[src/rtl/divider_pkg.sv]
// Shared types and helpers for the programmable frequency divider.
package divider_pkg;

  typedef enum logic [1:0] {
    IDLE  = 2'd0,
    RUN   = 2'd1,
    DRAIN = 2'd2
  } state_e;

  localparam int unsigned DIV_MUTE = 0;

  // High-phase length of a period of d cycles: ceil(d/2) without overflow.
  function automatic logic [31:0] half_period(input logic [31:0] d);
    return d - (d >> 1);
  endfunction

endpackage

[src/rtl/prog_freq_divider.sv]
// Runtime-programmable divider: exact-duty square wave, period tick and
// glitch-free divisor updates applied only at period boundaries.
module prog_freq_divider
  import divider_pkg::*;
#(
  parameter int unsigned      WIDTH       = 22,
  parameter logic [WIDTH-1:0] DEFAULT_DIV = WIDTH'(12000)
) (
  input  logic             clk,
  input  logic             rst,
  input  logic             en,
  input  logic [WIDTH-1:0] div_in,
  input  logic             div_valid,
  output logic             div_ready,
  output logic             clk_out,
  output logic             tick,
  output logic             active
);

  state_e           state_q, state_d;
  logic [WIDTH-1:0] cnt_q, cnt_d;
  logic [WIDTH-1:0] cur_div_q, cur_div_d;
  logic [WIDTH-1:0] pend_div_q, pend_div_d;
  logic             pending_q, pending_d;
  logic             clk_out_q, clk_out_d;
  logic             tick_q, tick_d;
  logic             active_q, active_d;
  logic             div_ready_q, div_ready_d;

  logic             accept;
  logic             period_end;
  logic [WIDTH-1:0] half_d;

  always_ff @(posedge clk or posedge rst) begin
    if (rst) begin
      state_q     <= IDLE;
      cnt_q       <= '0;
      cur_div_q   <= DEFAULT_DIV;
      pend_div_q  <= '0;
      pending_q   <= 1'b0;
      clk_out_q   <= 1'b0;
      tick_q      <= 1'b0;
      active_q    <= 1'b0;
      div_ready_q <= 1'b1;
    end else begin
      state_q     <= state_d;
      cnt_q       <= cnt_d;
      cur_div_q   <= cur_div_d;
      pend_div_q  <= pend_div_d;
      pending_q   <= pending_d;
      clk_out_q   <= clk_out_d;
      tick_q      <= tick_d;
      active_q    <= active_d;
      div_ready_q <= div_ready_d;
    end
  end

  assign accept     = div_valid && div_ready_q;
  assign period_end = (state_q != IDLE) && (cnt_q == cur_div_q - WIDTH'(1));

  // Next-state, divisor application and registered-output precompute.
  always_comb begin
    state_d    = state_q;
    cnt_d      = cnt_q;
    cur_div_d  = cur_div_q;
    pend_div_d = pend_div_q;
    pending_d  = pending_q;

    if (accept) begin
      pend_div_d = div_in;
      pending_d  = 1'b1;
    end

    case (state_q)
      IDLE: begin
        cnt_d = '0;
        if (pending_q) begin
          cur_div_d = pend_div_q;
          pending_d = 1'b0;
        end
        if (en && (cur_div_d != WIDTH'(DIV_MUTE))) state_d = RUN;
      end
      RUN, DRAIN: begin
        if (period_end) begin
          cnt_d = '0;
          // A value accepted in the boundary cycle bypasses the pending slot.
          if (accept) begin
            cur_div_d = div_in;
            pending_d = 1'b0;
          end else if (pending_q) begin
            cur_div_d = pend_div_q;
            pending_d = 1'b0;
          end
          if (!en || (cur_div_d == WIDTH'(DIV_MUTE))) state_d = IDLE;
          else                                        state_d = RUN;
        end else begin
          cnt_d   = cnt_q + WIDTH'(1);
          state_d = en ? RUN : DRAIN;
        end
      end
      default: begin
        state_d = IDLE;
        cnt_d   = '0;
      end
    endcase

    half_d      = WIDTH'(half_period(32'(cur_div_d)));
    active_d    = (state_d != IDLE);
    clk_out_d   = active_d && (cnt_d < half_d);
    tick_d      = active_d && (cnt_d == '0);
    div_ready_d = !pending_d;
  end

  assign div_ready = div_ready_q;
  assign clk_out   = clk_out_q;
  assign tick      = tick_q;
  assign active    = active_q;

endmodule

[config.mk]
export PLATFORM = sky130hd
export DESIGN_NAME = prog_freq_divider
export DESIGN_NICKNAME = d
export VERILOG_FILES = /design/src/rtl/divider_pkg.sv /design/src/rtl/prog_freq_divider.sv
export SDC_FILE = /design/constraint.sdc
export NUM_CORES = 1
export LEC_CHECK = 0
export CAP_MARGIN = 10
export CORE_AREA = 2 2 113 115
export DETAILED_ROUTE_END_ITERATION = 10
export DIE_AREA = 0 0 115 117
export PLACE_DENSITY = 0.81
export SLEW_MARGIN = 10
export SYNTH_ARGS = -nofsm -noshare
export SYNTH_HDL_FRONTEND = slang
export SYNTH_SLANG_ARGS = --single-unit
[constraint.sdc]
create_clock -name clk -period 6.8 [get_ports clk]
set_clock_uncertainty 0.05 [all_clocks]
set_input_delay 1.7 -clock clk [delete_from_list [all_inputs] [get_ports clk]]
set_output_delay 1.7 -clock clk [all_outputs]
set_load 0.01 [all_outputs]
Figure 1. The metal 3 layer (run 1).
Scale: 4 px per µm. Cells faint in the background.
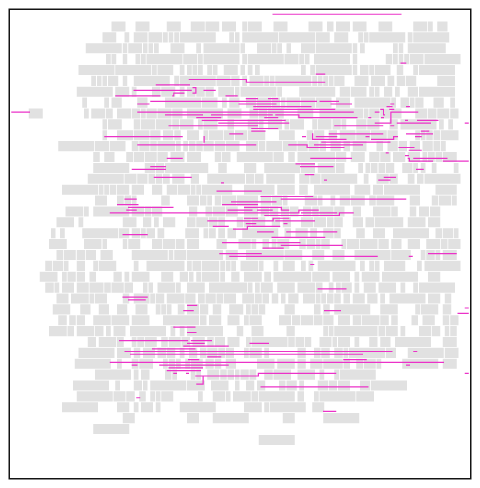
wire length on this layer	1480 µm
share of all routed wire	8.2%
longest straight run	83.3 µm
main direction	horizontal
nets with wire on the layer	110

Figure 2. Track usage over the die (run 1).
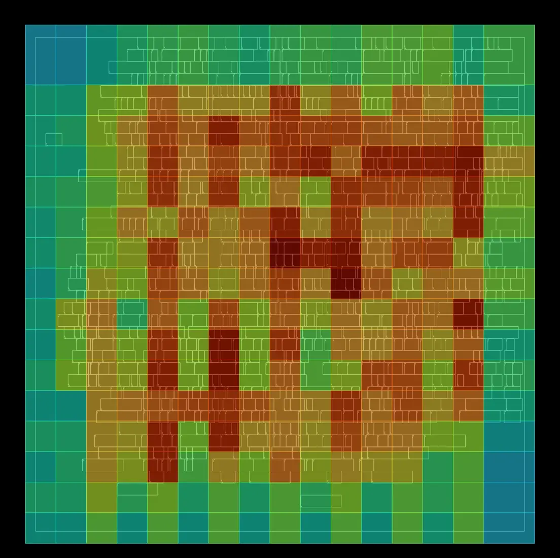
met3 GRT Util: 6.334%
routing usage on met2: 44.39%

Figure 3. Wiring heat map (run 1).
Scale: 3 px per µm. 23 x 23 tiles, from dark blue (low) to red (high), scaled to the fullest tile. Values are wire area over tile area, all layers added.
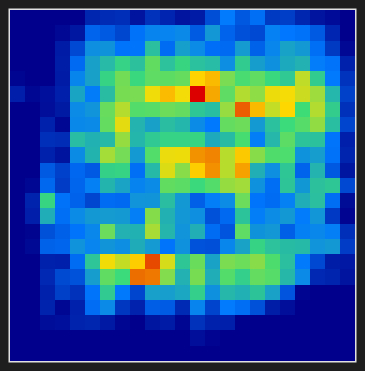
fullest tile	0.81
emptiest ninth of the die	bottom left
mean over tiles	0.22
nearly empty tiles	22%
tiles over half the peak	18%

## run 1: state kept, by name, indices dropped and copies added, names as in the netlist
signal      cells
active          1
clk_out         1
cnt_q          22
cur_div_q      22
div_ready       1
pend_div_q     22
pending_q       1
state_q         2
tick            1
## run 1: cell usage in the layout (no fill, tap or decap), types with 25 or more instances in the layout
cell type                         count
sky130_fd_sc_hd__clkdlybuf4s50_1     29
sky130_fd_sc_hd__o21ai_0             25
sky130_fd_sc_hd__inv_1               38
sky130_fd_sc_hd__a21oi_1             28
sky130_fd_sc_hd__xnor2_1             40
sky130_fd_sc_hd__nor2_1              78
sky130_fd_sc_hd__nand2_1             96
sky130_fd_sc_hd__dfrtp_1             65
sky130_fd_sc_hd__xor2_1              26
sky130_fd_sc_hd__ha_1                45
sky130_fd_sc_hd__mux2i_1             36
==> out/qor.json, run 1 <==
{
  "run": {
    "timing.max_cap.violations": 0,
    "warning_count": 27
  },
  "critical_path": {
    "crit-reg2reg-launch": "cur_div_q[1]",
    "crit_path_end": "clk_out",
    "rr_endpoint": "clk_out",
    "worstRegToRegCells": 33,
    "worst_path_dominant_cell_family": "AND-OR/OR-AND gates",
    "setup.worst_path.start": "cur_div_q[1]",
    "crit_top_cell": "sky130_fd_sc_hd__buf_4",
    "critPathBufInv": 8,
    "cp-end-kind": "flop",
    "setup.worst_path.class": "flop to flop"
  },
  "timing": {
    "finalSetupViolCount": 0,
    "tns_ns": 0,
    "fmax_ghz": 0.1564,
    "drv_slew": 0,
    "worst_pin_slew_ns": 0.9754,
    "final.min_clock_period_ns": 6.394,
    "min_period_over_period_pct": 94.03
  },
  "clocking": {
    "clock_tree.htree_level_count": 3,
    "cts_root_buffer": "sky130_fd_sc_hd__clkbuf_16",
    "postCtsHoldBufs": 0,
    "cts.path.max_buffers": 2,
    "tritoncts_clock_tree": "yes",
    "numCtsBuffers": 9
  },
  "layout": {
    "largestClassByArea": "combinational gates",
    "logic_area_um2": 4504,
    "final.signal_buffer_count": 55,
    "layout.core_utilization_pct": 61.24,
    "layout.cell_area.non_filler_um2": 7540,
    "final_cell_count_no_fill": 991,
    "inverters_excl_clock": 39,
    "flops": 73,
    "area.growth.synth_to_final_pct": 13.42,
    "seq_area_um2": 1837,
    "final-nonclk-buf-share_pct": 6.887,
    "number_of_logic_gates": 658,
    "n_fill_cell": 1028
  },
  "synth": {
    "synth.yosys.seq_area_share_pct": 27.63,
    "ys.flop_type": "sky130_fd_sc_hd__dfrtp_1",
    "synth.net_count": 895,
    "synth_flops": 73,
    "xor_area_share_pct": 8.696,
    "async_flop_share_pct": 100.0,
    "post_synth_main_logic_family": "simple AND/OR/NAND/NOR gates",
    "yosys_warnings": 0,
    "topCellsByArea": "sky130_fd_sc_hd__dfrtp_1 (24%), sky130_fd_sc_hd__ha_1 (8.7%), sky130_fd_sc_hd__mux2i_1 (5.4%), sky130_fd_sc_hd__nand2_1 (5.4%), sky130_fd_sc_hd__xnor2_1 (5.3%)",
    "synth_stat.cells": 822,
    "post_synth_most_frequent_cells": "sky130_fd_sc_hd__nand2_1 (96), sky130_fd_sc_hd__nor2_1 (79), sky130_fd_sc_hd__dfrtp_1 (65), sky130_fd_sc_hd__ha_1 (46), sky130_fd_sc_hd__xnor2_1 (40)"
  },
  "global_routing": {
    "use_met1_pct": 35.80,
    "globalRoute.busiestLayer": "met2"
  },
  "place": {
    "place_ws_ns": 0.05781,
    "hpwl_um": 13260,
    "detailed_place.area_um2": 7103,
    "io_buffers": 29,
    "placer_congestion": 0.9747,
    "placedCellCount": 973
  },
  "detailed_routing": {
    "detail_route.wirelength.met1_um": 7689,
    "route.final.wire_length_um": 17930,
    "final_antenna_net_count": 0,
    "top_sig_layer": "met4"
  },
  "run_status": {
    "result_of_the_run": "completed"
  },
  "floorplan": {
    "die_w_um": 115,
    "num_tap_cells": 150,
    "fp_util_pct": 53.99,
    "die_height_um": 117,
    "dieArea_um2": 13460
  },
  "hold_path": {
    "worst_hold_path.endpoint": "pend_div_q[0]",
    "worstHoldStart": "pend_div_q[0]"
  }
}
==> run 1 -> run 2 <==
Settings changed: CORE_AREA 2 2 113 115 to 5 5 116 118, CTS_CLUSTER_DIAMETER set to 50, DIE_AREA 0 0 115 117 to 0 0 121 123, SLEW_MARGIN 10 to unset.
Figure 4. The metal 3 layer (run 2).
Scale: 4 px per µm. Cells faint in the background.
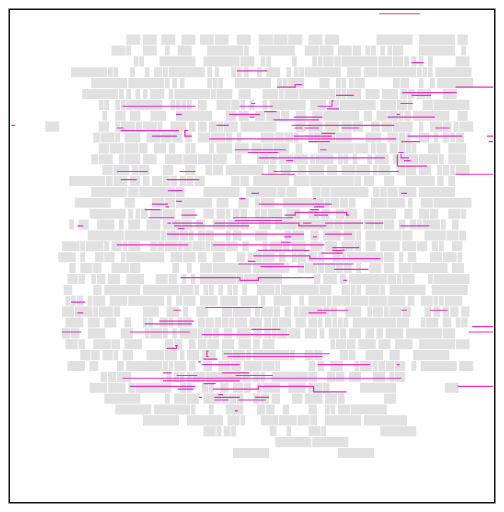
nets with wire on the layer	108
share of all routed wire	6.7%
main direction	horizontal
longest straight run	69.5 µm
wire length on this layer	1220 µm

==> run 2 against run 1 <==
Effect of this change:
- non-clock buffer count grew 4
- worst setup slack got worse by 0.045 ns
- cell area rose by 0.98%
- via count is 0.43% higher
- worst hold slack worse by 0.013 ns
- clock-buffer cell count unchanged
- flip-flop count is the same
- sequential share of layout area decreased by 0.22 points
- critical path type unchanged
- register-to-register slack got worse by 0.05 ns
- final cell count is 2.6% higher
==> out/qor.json, run 2 <==
{
  "timing": {
    "final.min_clock_period": {"value": 6.439, "unit": "ns", "change": "was 6.394 ns"},
    "drv_slew": {"value": 0, "change": "unchanged"},
    "finalSetupViolCount": {"value": 0, "change": "unchanged"},
    "fmax": {"value": 0.1553, "unit": "GHz", "change": "was 0.1564 GHz"},
    "worst_pin_slew": {"value": 0.9492, "unit": "ns", "change": "was 0.9754 ns"},
    "tns": {"value": 0, "unit": "ns", "change": "unchanged"}
  },
  "critical_path": {
    "worstRegToRegCells": {"value": 30, "change": "was 33"},
    "cp-end-kind": {"value": "flop", "change": "unchanged"},
    "setup.worst_path.start": {"value": "cur_div_q[1]", "change": "unchanged"},
    "crit_path_end": {"value": "clk_out", "change": "unchanged"},
    "crit-reg2reg-launch": {"value": "cur_div_q[1]", "change": "unchanged"},
    "worst_path_dominant_cell_family": {"value": "AND-OR/OR-AND gates", "change": "unchanged"},
    "critical_path_peak_fanout": {"value": 14, "change": "was 12"},
    "critPathBufInv": {"value": 3, "change": "was 8"},
    "crit_top_cell": {"value": "sky130_fd_sc_hd__a21oi_1", "change": "was sky130_fd_sc_hd__buf_4"},
    "rr_endpoint": {"value": "clk_out", "change": "unchanged"}
  },
  "place": {
    "io_buffers": {"value": 29, "change": "unchanged"},
    "placer_congestion": {"value": 0.9790, "change": "was 0.9747"},
    "hpwl": {"value": 13530, "unit": "µm", "change": "was 13260 µm"},
    "placedCellCount": {"value": 997, "change": "was 973"},
    "detailed_place.area": {"value": 7133, "unit": "µm²", "change": "was 7103 µm²"}
  },
  "clocking": {
    "tritoncts_clock_tree": {"value": "yes", "change": "unchanged"},
    "clock_tree.htree_level_count": {"value": 3, "change": "unchanged"},
    "numCtsBuffers": {"value": 9, "change": "unchanged"},
    "postCtsHoldBufs": {"value": 0, "change": "unchanged"},
    "cts.path.max_buffers": {"value": 2, "change": "unchanged"},
    "cts_root_buffer": {"value": "sky130_fd_sc_hd__clkbuf_16", "change": "unchanged"}
  },
  "synth": {
    "synth.net_count": {"value": 895, "change": "unchanged"},
    "yosys_warnings": {"value": 0, "change": "unchanged"},
    "synth_flops": {"value": 73, "change": "unchanged"},
    "post_synth_most_frequent_cells": {"value": "sky130_fd_sc_hd__nand2_1 (96), sky130_fd_sc_hd__nor2_1 (79), sky130_fd_sc_hd__dfrtp_1 (65), sky130_fd_sc_hd__ha_1 (46), sky130_fd_sc_hd__xnor2_1 (40)", "change": "unchanged"},
    "topCellsByArea": {"value": "sky130_fd_sc_hd__dfrtp_1 (24%), sky130_fd_sc_hd__ha_1 (8.7%), sky130_fd_sc_hd__mux2i_1 (5.4%), sky130_fd_sc_hd__nand2_1 (5.4%), sky130_fd_sc_hd__xnor2_1 (5.3%)", "change": "unchanged"},
    "xor_area_share": {"value": 8.696, "unit": "%", "change": "unchanged"},
    "ys.flop_type": {"value": "sky130_fd_sc_hd__dfrtp_1", "change": "unchanged"},
    "async_flop_share": {"value": 100.0, "unit": "%", "change": "unchanged"},
    "synth.yosys.seq_area_share": {"value": 27.63, "unit": "%", "change": "unchanged"},
    "syn_area_per_cell": {"value": 8.087, "unit": "µm²", "change": "unchanged"},
    "synth_stat.cells": {"value": 822, "change": "unchanged"}
  },
  "floorplan": {
    "die_height": {"value": 123, "unit": "µm", "change": "was 117 µm"},
    "dieArea": {"value": 14880, "unit": "µm²", "change": "was 13460 µm²"},
    "die_w": {"value": 121, "unit": "µm", "change": "was 115 µm"},
    "fp_util": {"value": 53.77, "unit": "%", "change": "was 53.99%"}
  },
  "layout": {
    "layout.core_utilization": {"value": 61.58, "unit": "%", "change": "was 61.24%"},
    "logic_area": {"value": 4554, "unit": "µm²", "change": "was 4504 µm²"},
    "area.growth.synth_to_final": {"value": 14.53, "unit": "%", "change": "was 13.42%"},
    "n_fill_cell": {"value": 1032, "change": "was 1028"},
    "layout.cells.most_common_list": {"value": "sky130_fd_sc_hd__nand2_1 (96), sky130_fd_sc_hd__nor2_1 (76), sky130_fd_sc_hd__dfrtp_1 (64), sky130_fd_sc_hd__ha_1 (45), sky130_fd_sc_hd__xnor2_1 (40)", "change": "was sky130_fd_sc_hd__nand2_1 (96), sky130_fd_sc_hd__nor2_1 (78), sky130_fd_sc_hd__dfrtp_1 (65), sky130_fd_sc_hd__ha_1 (45), sky130_fd_sc_hd__xnor2_1 (40)"},
    "biggestRegsByFlops": {"value": "cnt_q: 22 flops, cur_div_q: 22 flops, pend_div_q: 22 flops", "change": "unchanged"},
    "final_cell_count_no_fill": {"value": 1017, "change": "was 991"},
    "layout.cell_area.non_filler": {"value": 7614, "unit": "µm²", "change": "was 7540 µm²"},
    "most_frequent_standard_cell_in_the_layout_excluding_fill_and_tap_cells": {"value": "sky130_fd_sc_hd__nand2_1", "change": "unchanged"}
  },
  "run": {
    "timing.max_cap.violations": {"value": 0, "change": "unchanged"},
    "warning_count": {"value": 27, "change": "unchanged"}
  },
  "hold_path": {
    "min-delay-path-class": {"value": "flop to flop", "change": "unchanged"},
    "worst_hold_path.endpoint": {"value": "pend_div_q[0]", "change": "unchanged"},
    "worstHoldStart": {"value": "pend_div_q[0]", "change": "unchanged"}
  },
  "detailed_routing": {
    "final_antenna_net_count": {"value": 0, "change": "unchanged"}
  },
  "run_status": {
    "result_of_the_run": {"value": "completed", "change": "unchanged"}
  }
}
Figure 5. Signal wires on met2 (run 2).
Scale: 4 px per µm. Cells faint in the background.
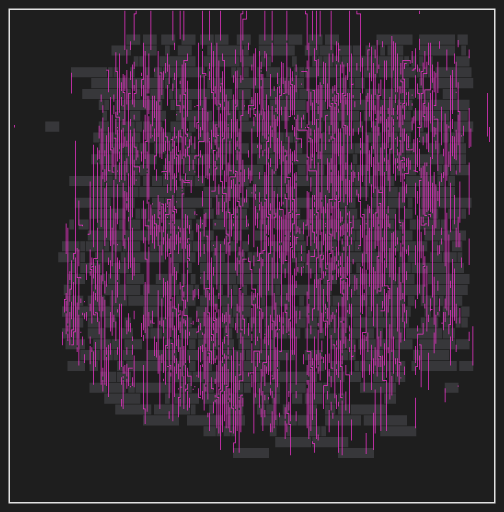
share of all routed wire	48%
longest straight run	38.1 µm
nets with wire on the layer	757
wire length on this layer	8760 µm
main direction	vertical
vias after detailed routing: 6235
routing usage on met2: 40.43%
Routed Wire Length: 18270 µm

[run 2: layer usage]
metal  track usage, %  vias to the layer above  wire length [µm]
met5                0                        -                 0
met3            4.071                       44              1217
li1                 -                     2977                 -
met4            9.065                        0               508
met2            40.43                      269              8757
met1            32.79                     2945              7789
[run 2: layout make-up]
class                   instances  share of cell area [%]
repair buffers                 59                   6.869
flip-flops and latches         73                   24.14
well taps                     172                   2.827
clock inverters                 5                   1.364
inverters                      39                   1.923
multi-input cells             658                   59.82
clock buffers                  11                   3.057
[run 2: timing repair]
item,in CTS,in global routing
gates resized,0,31
buffers inserted,0,4
endpoints found under the setup margin,0,1
==> run 2 -> run 3 <==
Settings changed: CELL_PAD_IN_SITES_DETAIL_PLACEMENT set to 1, CELL_PAD_IN_SITES_GLOBAL_PLACEMENT set to 1, CORE_AREA 5 5 116 118 to 5 5 107 149, DIE_AREA 0 0 121 123 to 0 0 112 154, PLACE_DENSITY 0.81 to 0.88.
Figure 6. Signal wires on met2 (run 3).
Scale: 3 px per µm. Cells faint in the background.
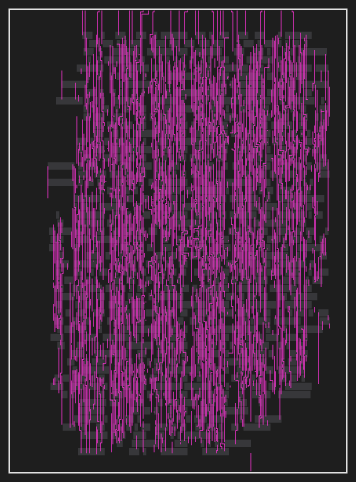
main direction	vertical
longest straight run	50.3 µm
wire length on this layer	12600 µm

==> run 3 against run 2 <==
Effect of this change:
- synthesized cell count stayed put
- largest cell class unchanged
- via count is 6.2% higher
- fmax is 1.4% lower
- final cell count is 2.5% higher
- critical path depth is 3 lower
==> out/qor.json, run 3 <==
{
  "critical_path": {
    "setup.worst_path.class": {"value": "input pin to flop", "change": "was flop to flop"},
    "critPathBufInv": {"value": 3, "change": "unchanged"},
    "crit_path_top_delay_cell": {"value": "sky130_fd_sc_hd__clkdlybuf4s50_1", "change": "was sky130_fd_sc_hd__or4b_4"},
    "critical_path_peak_fanout": {"value": 30, "change": "was 14"},
    "worstRegToRegCells": {"value": 29, "change": "was 30"},
    "rr_endpoint": {"value": "clk_out", "change": "unchanged"},
    "slowest_delay": {"value": 0.54, "unit": "ns", "change": "was 0.53 ns"},
    "worst_path_dominant_cell_family": {"value": "AND-OR/OR-AND gates", "change": "unchanged"},
    "setup.worst_path.start": {"value": "div_valid", "change": "was cur_div_q[1]"},
    "cp-end-kind": {"value": "flop", "change": "unchanged"},
    "crit_path_end": {"value": "clk_out", "change": "unchanged"},
    "crit-reg2reg-launch": {"value": "cur_div_q[16]", "change": "was cur_div_q[1]"}
  },
  "timing": {
    "final.min_clock_period": {"value": 6.532, "unit": "ns", "change": "was 6.439 ns"},
    "tns": {"value": 0, "unit": "ns", "change": "unchanged"},
    "worst_pin_slew": {"value": 0.9264, "unit": "ns", "change": "was 0.9492 ns"},
    "drv_slew": {"value": 0, "change": "unchanged"},
    "timing.final.ws_setup": {"value": 0.2684, "unit": "ns", "change": "was 0.3610 ns"},
    "finalSetupViolCount": {"value": 0, "change": "unchanged"},
    "min_period_over_period": {"value": 96.05, "unit": "%", "change": "was 94.69%"},
    "fmax": {"value": 0.1531, "unit": "GHz", "change": "was 0.1553 GHz"}
  },
  "layout": {
    "layout.cells.most_common_list": {"value": "sky130_fd_sc_hd__nand2_1 (96), sky130_fd_sc_hd__nor2_1 (79), sky130_fd_sc_hd__dfrtp_1 (64), sky130_fd_sc_hd__ha_1 (44), sky130_fd_sc_hd__xnor2_1 (40)", "change": "was sky130_fd_sc_hd__nand2_1 (96), sky130_fd_sc_hd__nor2_1 (76), sky130_fd_sc_hd__dfrtp_1 (64), sky130_fd_sc_hd__ha_1 (45), sky130_fd_sc_hd__xnor2_1 (40)"},
    "final-nonclk-buf-share": {"value": 7.675, "unit": "%", "change": "was 6.869%"},
    "logic_area": {"value": 4564, "unit": "µm²", "change": "was 4554 µm²"},
    "biggestRegsByFlops": {"value": "cnt_q: 22 flops, cur_div_q: 22 flops, pend_div_q: 22 flops", "change": "unchanged"},
    "layout.core_utilization": {"value": 53.29, "unit": "%", "change": "was 61.58%"},
    "area.share.sequential": {"value": 23.99, "unit": "%", "change": "was 24.14%"},
    "clock_cell_area_share": {"value": 3.772, "unit": "%", "change": "was 4.421%"},
    "layout.cell_area.non_filler": {"value": 7662, "unit": "µm²", "change": "was 7614 µm²"},
    "clock_buffers": {"value": 11, "change": "unchanged"},
    "area.share.combinational": {"value": 59.57, "unit": "%", "change": "was 59.82%"},
    "seq_area": {"value": 1838, "unit": "µm²", "change": "unchanged"},
    "final.signal_buffer_count": {"value": 67, "change": "was 59"},
    "inverters_excl_clock": {"value": 39, "change": "unchanged"},
    "n_fill_cell": {"value": 1749, "change": "was 1032"},
    "area.growth.synth_to_final": {"value": 15.26, "unit": "%", "change": "was 14.53%"},
    "flops": {"value": 73, "change": "unchanged"},
    "final_cell_count_no_fill": {"value": 1042, "change": "was 1017"},
    "largestClassByArea": {"value": "combinational gates", "change": "unchanged"},
    "most_frequent_standard_cell_in_the_layout_excluding_fill_and_tap_cells": {"value": "sky130_fd_sc_hd__nand2_1", "change": "unchanged"},
    "number_of_logic_gates": {"value": 658, "change": "unchanged"}
  },
  "detailed_routing": {
    "via_count": {"value": 6619, "change": "was 6235"},
    "route.final.wire_length": {"value": 23190, "unit": "µm", "change": "was 18270 µm"},
    "detail_route.wirelength.met1": {"value": 8459, "unit": "µm", "change": "was 7789 µm"},
    "met2_wirelength": {"value": 12610, "unit": "µm", "change": "was 8757 µm"},
    "met3_length": {"value": 877, "unit": "µm", "change": "was 1217 µm"},
    "top_sig_layer": {"value": "met4", "change": "unchanged"},
    "final_antenna_net_count": {"value": 0, "change": "unchanged"}
  },
  "synth": {
    "xor_area_share": {"value": 8.696, "unit": "%", "change": "unchanged"},
    "synth_flops": {"value": 73, "change": "unchanged"},
    "synth.net_count": {"value": 895, "change": "unchanged"},
    "yosys_warnings": {"value": 0, "change": "unchanged"},
    "synth_stat.cells": {"value": 822, "change": "unchanged"},
    "topCellsByArea": {"value": "sky130_fd_sc_hd__dfrtp_1 (24%), sky130_fd_sc_hd__ha_1 (8.7%), sky130_fd_sc_hd__mux2i_1 (5.4%), sky130_fd_sc_hd__nand2_1 (5.4%), sky130_fd_sc_hd__xnor2_1 (5.3%)", "change": "unchanged"},
    "synth.yosys.seq_area_share": {"value": 27.63, "unit": "%", "change": "unchanged"},
    "async_flop_share": {"value": 100.0, "unit": "%", "change": "unchanged"},
    "post_synth_most_frequent_cells": {"value": "sky130_fd_sc_hd__nand2_1 (96), sky130_fd_sc_hd__nor2_1 (79), sky130_fd_sc_hd__dfrtp_1 (65), sky130_fd_sc_hd__ha_1 (46), sky130_fd_sc_hd__xnor2_1 (40)", "change": "unchanged"},
    "post_synth_main_logic_family": {"value": "simple AND/OR/NAND/NOR gates", "change": "unchanged"},
    "syn_area_per_cell": {"value": 8.087, "unit": "µm²", "change": "unchanged"},
    "ys.flop_type": {"value": "sky130_fd_sc_hd__dfrtp_1", "change": "unchanged"}
  },
  "clocking": {
    "cts_root_buffer": {"value": "sky130_fd_sc_hd__clkbuf_16", "change": "unchanged"},
    "cts_setup_buffers": {"value": 0, "change": "unchanged"},
    "resized_after_cts": {"value": 4, "change": "was 0"},
    "insertion_delay": {"value": 0.35, "unit": "ns", "change": "was 0.34 ns"},
    "postCtsHoldBufs": {"value": 0, "change": "unchanged"},
    "numCtsBuffers": {"value": 9, "change": "unchanged"},
    "clock_tree.htree_level_count": {"value": 3, "change": "unchanged"},
    "cts.path.max_buffers": {"value": 2, "change": "unchanged"},
    "tritoncts_clock_tree": {"value": "yes", "change": "unchanged"}
  },
  "global_routing": {
    "globalRoute.busiestLayer": {"value": "met2", "change": "unchanged"},
    "grt_remaining_overflow": {"value": 0, "change": "unchanged"},
    "use_met1": {"value": 27.92, "unit": "%", "change": "was 32.79%"},
    "global_route.usage.met3": {"value": 3.500, "unit": "%", "change": "was 4.071%"},
    "global_route.usage.met2": {"value": 50.09, "unit": "%", "change": "was 40.43%"}
  },
  "place": {
    "detailed_place.area": {"value": 7219, "unit": "µm²", "change": "was 7133 µm²"},
    "placedCellCount": {"value": 1021, "change": "was 997"},
    "place_ws": {"value": -0.1882, "unit": "ns", "change": "was -0.006297 ns"},
    "placer_congestion": {"value": 0.9476, "change": "was 0.9790"},
    "io_buffers": {"value": 29, "change": "unchanged"},
    "hpwl": {"value": 17280, "unit": "µm", "change": "was 13530 µm"}
  },
  "hold_path": {
    "min-delay-path-class": {"value": "flop to flop", "change": "unchanged"}
  },
  "floorplan": {
    "die_height": {"value": 154, "unit": "µm", "change": "was 123 µm"},
    "dieArea": {"value": 17250, "unit": "µm²", "change": "was 14880 µm²"},
    "num_tap_cells": {"value": 189, "change": "was 172"},
    "die_w": {"value": 112, "unit": "µm", "change": "was 121 µm"},
    "design.core.area": {"value": 14380, "unit": "µm²", "change": "was 12360 µm²"},
    "fp_util": {"value": 46.23, "unit": "%", "change": "was 53.77%"}
  },
  "run_status": {
    "result_of_the_run": {"value": "completed", "change": "unchanged"}
  },
  "run": {
    "warning_count": {"value": 27, "change": "unchanged"}
  }
}
Figure 7. Wiring heat map (run 3).
Scale: 2 px per µm. 22 x 31 tiles, from dark blue (low) to red (high), scaled to the fullest tile. Values are wire area over tile area, all layers added.
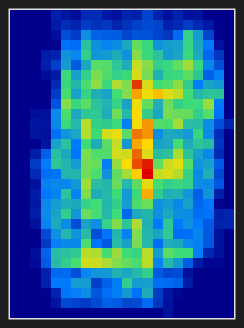
densest ninth of the die	middle
emptiest ninth of the die	top left
nearly empty tiles	23%
fullest tile	0.79
mean over tiles	0.22

-- run 3: cell counts after synthesis --
No cell type changed its count.
-- run 3: worst min-delay path by stage --
stage                        start              to  slack, ns
detailed placement   pend_div_q[0]   pend_div_q[0]       0.48
CTS                  pend_div_q[0]   pend_div_q[0]       0.49
floorplan            pend_div_q[0]   pend_div_q[0]       0.40
global route         pend_div_q[0]   pend_div_q[0]       0.52
finish              pend_div_q[10]  pend_div_q[10]       0.50
global placement    pend_div_q[10]  pend_div_q[10]       0.47
-- run 3: logic make-up after synthesis --
logic type               count (synthesis)
AND-OR/OR-AND                          163
XOR/XNOR                                66
adder cells (fa/ha/maj)                 47
buffers and inverters                   91
flip-flops                              73
multiplexers                            51
AND/OR/NAND/NOR                        331
